### Clock wires, drivers and flops, run 1

Scale bar: 20 um.
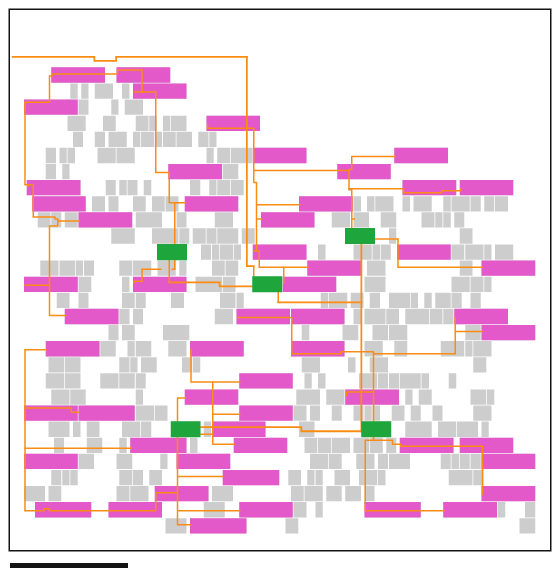
### Sequential cells colored by netlist name, run 1

Other sequential cells in the stronger gray, the rest of the logic in the fainter gray.
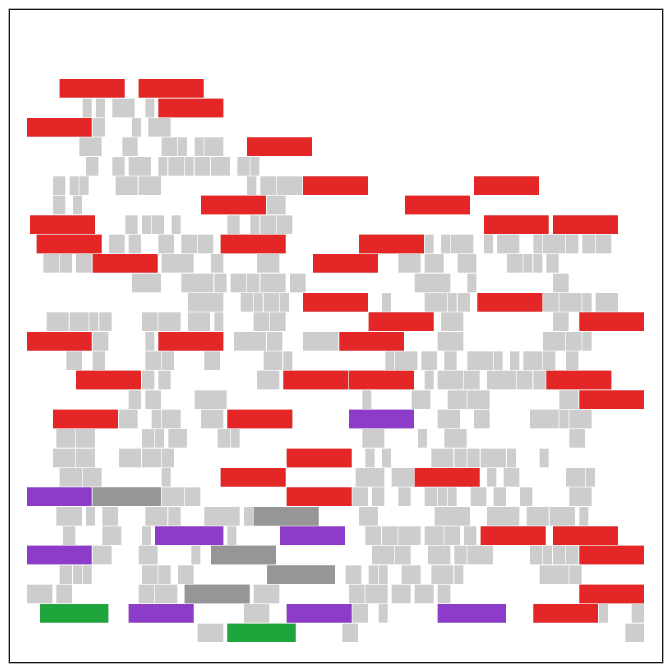
### Congestion heat map, run 1

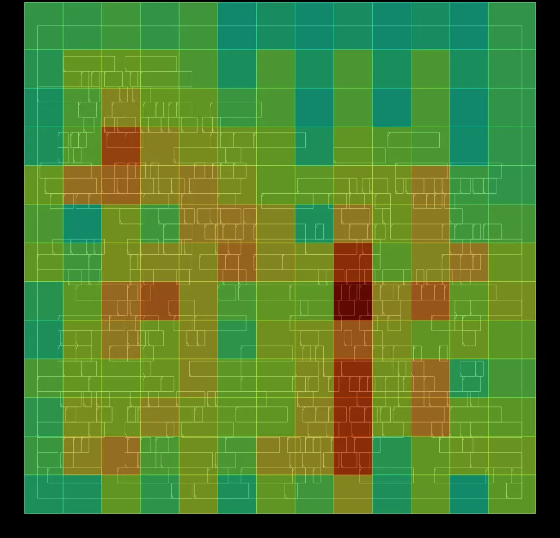
$ cat src/rtl/coin_in_ctrl.sv
// Coin-acceptor front end: synchronises and debounces the two coin switches and emits one money event per insertion.
// Optional macro COIN_TOTAL_EN adds a saturating running total (po_coin_total) in 0.5 units.
module coin_in_ctrl #(
  parameter int CNT_MAX = 999_999,
  parameter int CNT_W   = 20
) (
  input  logic       clk,
  input  logic       rst_n,
  input  logic       key_half_n,
  input  logic       key_one_n,
  output logic       po_money_vld,
  output logic       po_money
`ifdef COIN_TOTAL_EN
  ,
  output logic [7:0] po_coin_total
`endif
);

  typedef enum logic [3:0] {
    IDLE       = 4'b0001,
    PRESS_WAIT = 4'b0010,
    PRESSED    = 4'b0100,
    REL_WAIT   = 4'b1000
  } key_state_t;

  localparam logic [CNT_W-1:0] CNT_LAST = CNT_W'(CNT_MAX);

  logic [1:0] key_raw;
  logic [1:0] evt;
  logic       half_pend;

  assign key_raw = {key_one_n, key_half_n};

  // Index 0 is the 0.5 switch, index 1 the 1.0 switch.
  for (genvar g = 0; g < 2; g++) begin : g_key
    logic             sync1;
    logic             k_s;
    key_state_t       state;
    logic [CNT_W-1:0] cnt;

    always_ff @(posedge clk or negedge rst_n) begin
      if (!rst_n) begin
        sync1 <= 1'b1;
        k_s   <= 1'b1;
      end else begin
        sync1 <= key_raw[g];
        k_s   <= sync1;
      end
    end

    always_ff @(posedge clk or negedge rst_n) begin
      if (!rst_n) begin
        state <= IDLE;
        cnt   <= '0;
      end else begin
        case (state)
          IDLE: begin
            if (!k_s) begin
              state <= PRESS_WAIT;
              cnt   <= '0;
            end
          end
          PRESS_WAIT: begin
            if (k_s) begin
              state <= IDLE;
              cnt   <= '0;
            end else if (cnt == CNT_LAST) begin
              state <= PRESSED;
              cnt   <= '0;
            end else begin
              cnt <= cnt + CNT_W'(1);
            end
          end
          PRESSED: begin
            if (k_s) begin
              state <= REL_WAIT;
              cnt   <= '0;
            end
          end
          REL_WAIT: begin
            if (!k_s) begin
              state <= PRESSED;
              cnt   <= '0;
            end else if (cnt == CNT_LAST) begin
              state <= IDLE;
              cnt   <= '0;
            end else begin
              cnt <= cnt + CNT_W'(1);
            end
          end
          default: begin
            state <= IDLE;
            cnt   <= '0;
          end
        endcase
      end
    end

    // Decoded from the PRESS_WAIT->PRESSED transition so the output register catches it on the same edge.
    assign evt[g] = (state == PRESS_WAIT) && !k_s && (cnt == CNT_LAST);
  end

  // A simultaneous 0.5 coin is parked in half_pend and emitted the cycle after the 1.0 coin.
  always_ff @(posedge clk or negedge rst_n) begin
    if (!rst_n) begin
      po_money_vld <= 1'b0;
      po_money     <= 1'b0;
      half_pend    <= 1'b0;
    end else if (evt[1]) begin
      po_money_vld <= 1'b1;
      po_money     <= 1'b1;
      if (evt[0]) half_pend <= 1'b1;
    end else if (evt[0] || half_pend) begin
      po_money_vld <= 1'b1;
      po_money     <= 1'b0;
      half_pend    <= 1'b0;
    end else begin
      po_money_vld <= 1'b0;
      po_money     <= 1'b0;
    end
  end

`ifdef COIN_TOTAL_EN
  always_ff @(posedge clk or negedge rst_n) begin
    if (!rst_n) begin
      po_coin_total <= 8'd0;
    end else if (evt[1]) begin
      po_coin_total <= (po_coin_total >= 8'd253) ? 8'd255 : po_coin_total + 8'd2;
    end else if (evt[0] || half_pend) begin
      po_coin_total <= (po_coin_total == 8'd255) ? 8'd255 : po_coin_total + 8'd1;
    end
  end
`endif

endmodule
$ cat config.mk
export PLATFORM = sky130hd
export DESIGN_NAME = coin_in_ctrl
export DESIGN_NICKNAME = d
export VERILOG_FILES = /design/src/rtl/coin_in_ctrl.sv
export SDC_FILE = /design/constraint.sdc
export NUM_CORES = 1
export LEC_CHECK = 0
export CORE_MARGIN = 2
export CORE_UTILIZATION = 40
export CTS_CLUSTER_SIZE = 14
export DETAILED_ROUTE_END_ITERATION = 16
export PLACE_DENSITY = 0.57
export SKIP_CTS_REPAIR_TIMING = 1
export SKIP_LAST_GASP = 1
export SYNTH_ARGS = -nofsm -noshare
export SYNTH_HDL_FRONTEND = slang
export SYNTH_SLANG_ARGS = --single-unit
export TNS_END_PERCENT = 5
$ cat constraint.sdc
create_clock -name clk -period 6.2 [get_ports clk]
set_input_delay 0.93 -clock clk [delete_from_list [all_inputs] [get_ports clk]]
set_output_delay 0.93 -clock clk [all_outputs]
set_load 0.1 [all_outputs]
==> results.txt, run 1 <==
run metrics: outcome=finished, final reports clean, Cell Area, Placed=between 0.003 and 0.004 mm^2, Final Hold Fails=0, Clock Latency Late Sink=about 0.32 ns, Clk network pwr share=between 30% and 40%, Comb area share=a little under half, top cells by count=dfrtp_1 (49), nor2_1 (37), nand2_1 (22), nand3_1 (19), crit-path max cell delay=approximately 1.1 ns, grt total ovfl=0, CTS Sinks=55, Comb gates=around 250, largest net degree at the start of global routing=56, Layout area overhead=6.661%, H-tree depth=2, Flop pwr share=57.8%, max cap viols=0, ant diodes=0, biggest area cells=dfrtp_1 (40%), dfstp_2 (5.2%), nor2_1 (4.6%), xnor2_1 (4.3%), nand3_1 (3.1%), placed insts=around 420, sequential power=around 0.38 mW, Comb area=~0.0015 mm^2, Non-Filler Instances=423, Inverters=7, fin util=between 40 and 50%, PortBufs=5, Clock group=0.209 mW, pre-CTS WS=between 3 and 4 ns, power per cell area=204.5 mW/mm^2, number of enable flip-flop cells=0, leakage=between 1 and 1.5 nW, Sw Share=between 20% and 30%, Yosys warnings=0, Hold Crit Class=reg -> reg, slowest CP cell=clkdlybuf4s50_1, unrepaired setup endpoints after global routing=false, total die size=0.008321 mm^2, Final TNS setup=0 ns, fin. max-slew vios=0, DR vias/cell=5.572, Starting Density=around two fifths, crit path kind=reg -> out, clk cell area share=~2.9%, tool warnings=27, Worst Tran Pin Value=~0.96 ns, GRT met1 Usage=between 20 and 25%, # Cells Yosys=approximately 330, Worst Path Arrival=between 1.5 and 2 ns, xor/xnor share=~4.3%, num tapcells=99
About 'Clock wires, drivers and flops':
[magenta] flip-flops | count: 55
[orange] clock wires | length: 761 um
[green] clock-net drivers | count: 5
flops lie	all over the die
routed clock nets	6

About 'Sequential cells colored by netlist name':
color	netlist name	flops
green	g_key.sync1	2
red	g_key.cnt	40
purple	g_key.state	8
not colored	5

About 'Congestion heat map':
wire per inst: 14.41 um
met3 usage: 2.656%

run 1: final timing paths:
path | startpoint | depth (start not counted) | slack, ns | end
setup / recovery | po_money_vld$_DFF_PN0_ | 1 | 3.49 | po_money_vld
hold / removal | g_key[0].sync1$_DFF_PN1_ | 0 | 0.36 | g_key[0].k_s$_DFF_PN1_
setup reg to reg | g_key[0].cnt[6]$_DFFE_PN0P_ | 5 | 3.51 | g_key[0].state[3]$_DFFE_PN0P_
hold reg to reg | g_key[0].sync1$_DFF_PN1_ | 0 | 0.36 | g_key[0].k_s$_DFF_PN1_
max in group asynchronous | rst_n | 2 | 4.99 | g_key[1].cnt[10]$_DFFE_PN0P_
min in group asynchronous | rst_n | 2 | 0.73 | g_key[0].cnt[16]$_DFFE_PN0P_
==> run 2, diff against run 1 <==
==> constraint.sdc (replaced) <==
create_clock -name clk -period 2.68 [get_ports clk]
set_input_delay 0.402 -clock clk [delete_from_list [all_inputs] [get_ports clk]]
set_output_delay 0.402 -clock clk [all_outputs]
set_load 0.1 [all_outputs]
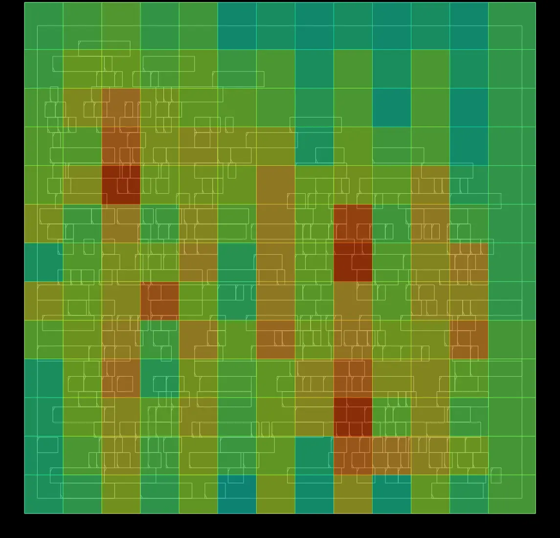
*Congestion heat map, run 2*
fin util: 45.16%
GRT met1 Usage: 22.49%

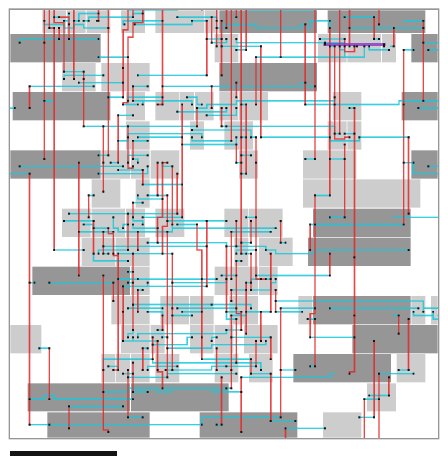
*A small window of the routed layout, run 2*
Scale bar: 10 um. Region (3, 3) to (43, 43) um. Cells in gray, sequential cells in the stronger gray; small squares are vias.
color	layer
red	M2
cyan	M1
purple	M3
netlist names of flops here include	g_key.cnt (7), g_key.state (4), g_key.sync1 (2)
sequential cells in the window	16
cells with their middle in the window	83
most frequent	dfrtp_1 (12), nor2_1 (7), o21ai_0 (6)

==> run 2 against run 1 <==
Compared with the run above:
- flip-flop count unchanged
- combinational power up 140%
- clock skew up 0.0028 ns
- die size unchanged
- wire length up 0.44%
- non-clock buffer count up 4
- sequential power up 130%
- register-to-register slack worse by 3.3 ns
- critical path type is now reg -> reg
- critical endpoint is now g_key[0].state[3]$_DFFE_PN0P_
- largest power group unchanged
==> results.txt, run 2 <==
run metrics: pre-CTS WS=0.1919 ns (-3.310 ns), crit path kind=reg -> reg, Worst Path Arrival=2.72 ns (+0.94 ns), ant diodes=0 (unchanged), Layout area overhead=8.224%, # Cells Yosys=325 (unchanged), Clock Latency Late Sink=0.32 ns (about the same), leakage=1.346 nW (+2.9%), Comb area share=46.85% (-0.69 points), Inverters=7 (unchanged), outcome=finished, final reports clean, Sw Share=26.15% (-1.9 points), Starting Density=41.73% (unchanged), grt total ovfl=0 (unchanged), unrepaired setup endpoints after global routing=false, largest net degree at the start of global routing=28 (-50%), crit path to=g_key[0].state[3]$_DFFE_PN0P_, num tapcells=99 (unchanged), tool warnings=27 (unchanged), worst r2r src=g_key[0].cnt[6]$_DFFE_PN0P_, Worst R2R Setup Slack=0.17 ns (-3.34 ns), met3 usage=2.739% (+0.083 points), number of enable flip-flop cells=0 (unchanged), Final TNS setup=0 ns (unchanged), PortBufs=5 (unchanged), Cell Area, Placed=0.003177 mm^2 (+0.79%), placed insts=419 (+0.96%), Worst Tran Pin Value=0.6029 ns (-0.3601 ns)
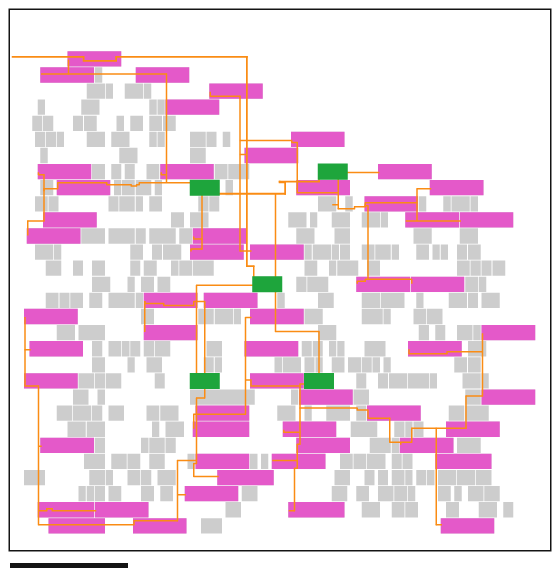
*Clock wires, drivers and flops, run 2*
Scale bar: 20 um.
[orange] clock wires | length: 712 um
[magenta] flip-flops | count: 55
[green] clock-net drivers | count: 5
flops lie	all over the die

[run 2: cell counts after synthesis]
No cell type changed its count.
[run 2: power by group through the flow]
stage / sequential [mW] / combinational (mW) / clock (mW)
CTS: 0.886 / 0.176 / 0.595
global placement: 0.902 / 0.174 / 0
detailed placement: 0.902 / 0.175 / 0
finish: 0.887 / 0.174 / 0.572
global route: 0.893 / 0.196 / 0.629
floorplan: 0.874 / 0.147 / 0
[run 2: worst max-delay path, cell delays in order, from the launching register on]
cell     delay, ns
dfrtp_1       0.41
or4_1         0.54
or4_4         0.56
o21ba_1       0.39
nor2_4        0.17
mux2_2        0.34
==> run 3, diff against run 2 <==
--- a/config.mk
+++ b/config.mk
@@ -5,11 +5,13 @@
 export SDC_FILE = /design/constraint.sdc
 export NUM_CORES = 1
 export LEC_CHECK = 0
+export CAP_MARGIN = 40
 export CORE_MARGIN = 2
 export CORE_UTILIZATION = 40
 export CTS_CLUSTER_SIZE = 14
 export DETAILED_ROUTE_END_ITERATION = 16
 export PLACE_DENSITY = 0.57
+export RECOVER_POWER = 50
 export SKIP_CTS_REPAIR_TIMING = 1
 export SKIP_LAST_GASP = 1
 export SYNTH_ARGS = -nofsm -noshare
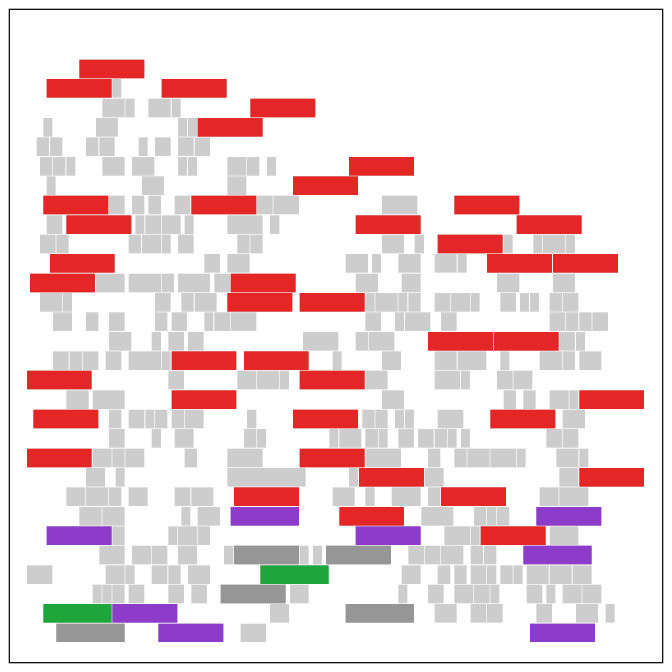
*Sequential cells colored by netlist name, run 3*
Other sequential cells in the stronger gray, the rest of the logic in the fainter gray.
color	netlist name	flops
red	g_key.cnt	40
purple	g_key.state	8
green	g_key.sync1	2
not colored	5

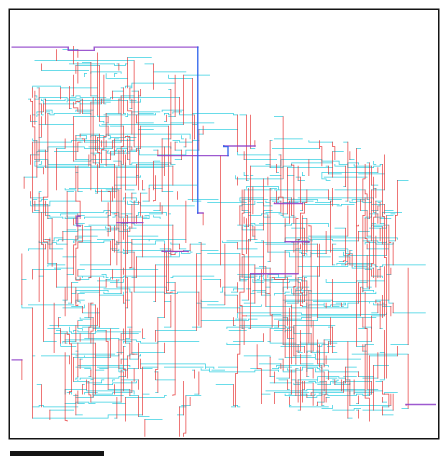
*Metal layers overlaid, run 3*
Scale bar: 20 um.
color	layer	wire length
red	M2	2890 um
purple	M3	108 um
blue	M4	38.3 um
cyan	M1	3090 um

==> run 3 against run 2 <==
Compared with the run above:
- wire length about the same
- critical path depth unchanged
- clock power about the same
- clock-buffer cell count unchanged
- first-iteration DRC count increased by 6.5%
- total power decreased by 0.21%
- via count about the same
- core utilization decreased by 0.12 points
- non-clock buffer count unchanged
- final area decreased by 0.27%
- area after synthesis unchanged
==> results.txt, run 3 <==
run metrics: outcome=finished, final reports clean, Inverters=7 (unchanged), grt total ovfl=0 (unchanged), sequential power=0.887 mW (about the same), CP Cell Sequence=or4_1 -> or4_4 -> o21ba_1 -> nor2_4 -> mux2_2, highest-power group=registers, # Cells Yosys=325 (unchanged), GRT met1 Usage=22.49% (unchanged), Worst Path Arrival=2.72 ns (about the same), Comb area share=46.97% (+0.12 points), fin util=45.04% (-0.12 points), tool warnings=27 (unchanged), Comb. pwr=0.172 mW (about the same), critical path's top delay family=simple AND/OR/NAND/NOR gates, unrepaired setup endpoints after global routing=false, placed insts=419 (unchanged), slowest CP cell=or4_4, Layout area overhead=7.936%, worst r2r src=g_key[0].cnt[6]$_DFFE_PN0P_, Clock Latency Late Sink=0.31 ns (about the same), ant diodes=0 (unchanged), largest net degree at the start of global routing=28 (unchanged), Sw Share=26.13% (-0.027 points)
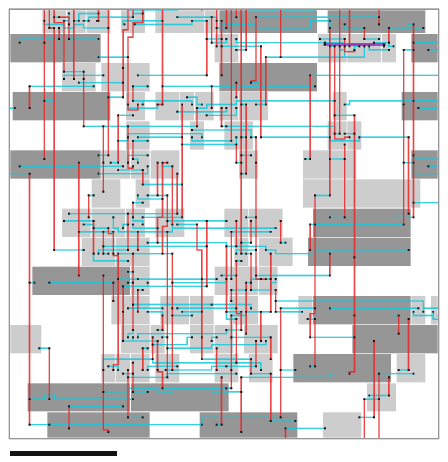
*A small window of the routed layout, run 3*
Scale bar: 10 um. Region (3, 3) to (43, 43) um. Cells in gray, sequential cells in the stronger gray; small squares are vias.
color	layer
purple	M3
red	M2
cyan	M1
cells with their middle in the window	83
most frequent	dfrtp_1 (12), nor2_1 (7), o21ai_0 (6)
sequential cells in the window	16
netlist names of flops here include	g_key.cnt (7), g_key.state (4), g_key.sync1 (2)

## run 3: cell types whose count changed in the layout (fill, tap and decap cells not counted), sizes merged
cell	change
dlygate4sd3	+2
buf	-3
clkdlybuf4s50	-2
clkbuf	+3
## run 3: path summary, 6_finish.rpt
kind	depth (start not counted)	endpoint	slack, ns
max	5	g_key[0].state[3]$_DFFE_PN0P_	0.17
min	0	g_key[0].k_s$_DFF_PN1_	0.36
max reg2reg	5	g_key[0].state[3]$_DFFE_PN0P_	0.17
min reg2reg	0	g_key[0].k_s$_DFF_PN1_	0.36
max in group asynchronous	2	g_key[1].cnt[12]$_DFFE_PN0P_	0.87
min in group asynchronous	1	g_key[0].cnt[2]$_DFFE_PN0P_	0.41
No activity file was given, so power comes from the tool's default toggle rates.
